Metal 1:
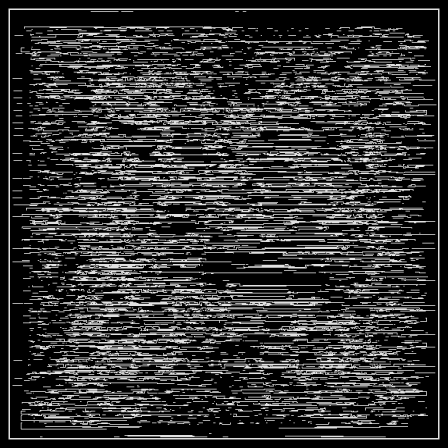
Met2 routing:
Scale bar: 50 um. Cells faint in the background.
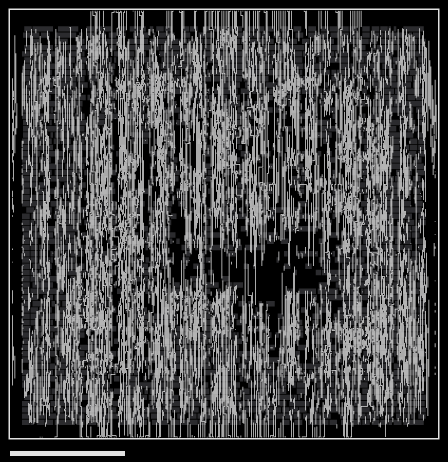
Signal wires on met3:
Scale bar: 50 um.
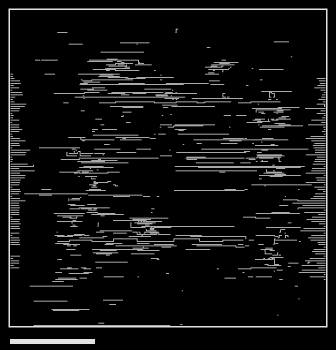
Signal wires on met4:
Cells faint in the background.
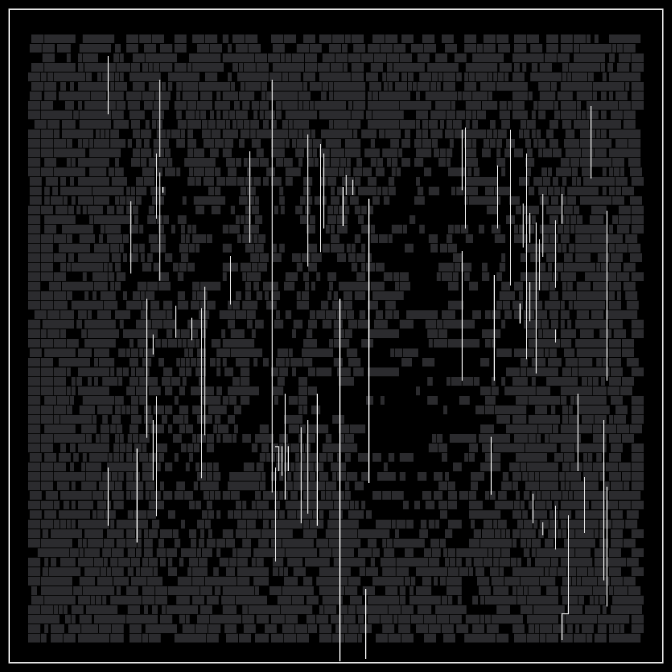
Routing congestion map:
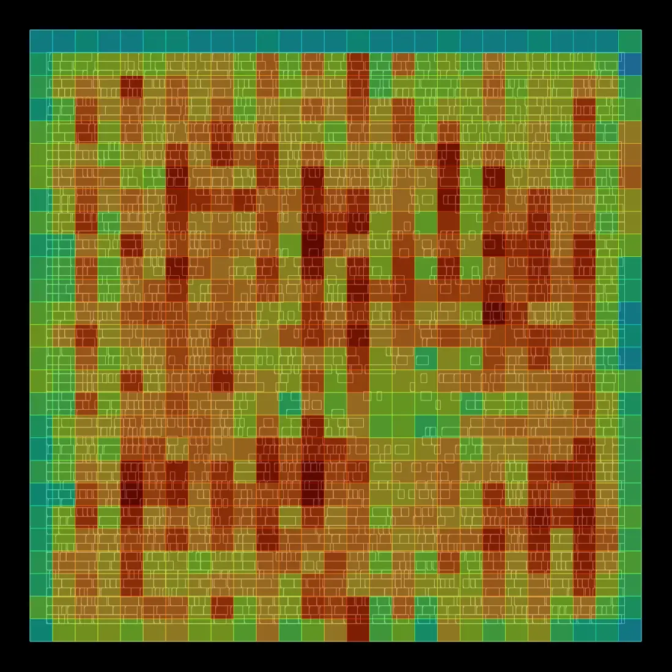
==> config.mk <==
export PLATFORM = sky130hd
export DESIGN_NAME = alu_share_scheduler
export DESIGN_NICKNAME = d
export VERILOG_FILES = /design/src/rtl/alu_share_scheduler_pkg.sv /design/src/rtl/alu_addsub_core.sv /design/src/rtl/alu_share_scheduler.sv
export SDC_FILE = /design/constraint.sdc
export NUM_CORES = 1
export LEC_CHECK = 0
export CORE_MARGIN = 5
export CORE_UTILIZATION = 54
export DETAILED_ROUTE_END_ITERATION = 16
export PLACE_DENSITY = 0.83
export SLEW_MARGIN = 20
export SYNTH_ARGS = -nofsm -noshare
export SYNTH_HDL_FRONTEND = slang
export SYNTH_HIERARCHICAL = 1
export SYNTH_SLANG_ARGS = --single-unit
==> constraint.sdc <==
create_clock -name clk -period 4.4 [get_ports clk]
set_clock_uncertainty 0.1 [all_clocks]
set_input_delay 0.66 -clock clk [delete_from_list [all_inputs] [get_ports clk]]
set_output_delay 0.66 -clock clk [all_outputs]
set_load 0.02 [all_outputs]
==> GITHUB_STEP_SUMMARY <==
## Synthesis and layout report

| Metric | Value |
|---|---|
| Status | `complete, no violations` |
| Setup bufs post-CTS | `3` |
| Fin area | `approximately 0.022 mm2` |
| Setup TNS | `0 ns` |
| Drt initial violations | `1,984` |
| Top layer in use | `met4` |
| Final nets | `about 2,800` |
| WHS | `between 0.3 and 0.4 ns` |
| Core area | `just over 0.03 mm2` |
| Worst Reg-to-Reg Cells | `19` |
| Htree depth | `4` |
| Post-route setup slack | `around 0.012 ns` |
| Flop2flop setup slack | `about 0.012 ns` |
| WL met1 | `around 25 mm` |
| Final setup violation count | `0` |
| First-pass GRT wire length | `roughly 97 mm` |
| Clock Latency Late Sink | `approximately 0.46 ns` |
| Top cells, area | `dfrtp_1 (30%), ha_1 (9.4%), mux2i_1 (8.3%), o21ai_0 (5.3%), a21oi_1 (5.0%)` |
## Picture notes: 'metal 1'
2,570 nets have wire on it. The layer holds 40% of the routed length. The wires run mostly horizontal. The layer carries 24.9 mm of wire.
total number of vias: 17,371
GR Util met1: 44.3%
DRT Wirelength: 62.3 mm

## Picture notes: 'met2 routing'
The layer holds 49% of the routed length. The layer carries 30.7 mm of wire. 2,411 nets have wire on it. The longest straight run is 68.0 um.
met2 usage: 59.3%

## Picture notes: 'signal wires on met3'
The layer carries 5,050 um of wire. 481 nets have wire on it. The layer holds 8.1% of the routed length.
M3 GR Usage: 6.11%

## Picture notes: 'signal wires on met4'
The layer holds 2.6% of the routed length. The longest straight run is 118 um. The wires run mostly vertical. The layer carries 1,630 um of wire.

## Picture notes: 'routing congestion map'
DR WL/cell: 22.0 um
GRT busiest layer: met2
Core Util, Final: 72.4%

-- cell type report --
type                    instances  area [um2]  share of cell area [%]
multi-input cells            1560       11000                    49.5
flip-flops and latches        199        4980                    22.4
repair buffers                503        4640                    20.9
inverters                     137         514                    2.32
well taps                     396         495                    2.23
clock buffers                  19         453                    2.04
clock inverters                13         136                   0.614
-- critical path, cell delays in order (launching register included) --
cell and delay (ns):
dfrtp_1 0.41, ha_1 0.37, buf_4 0.18, nor4_1 0.52, buf_4 0.23, nand2_1 0.05, a21oi_1 0.27, nor4_1 0.12
a21oi_2 0.18, buf_4 0.19, a2111oi_2 0.10, o31ai_2 0.24, a31oi_1 0.12, a21oi_1 0.21, xnor2_1 0.18, nor4_2 0.26
buf_4 0.16, nand3_1 0.10, nor3_2 0.18, a22o_1 0.14
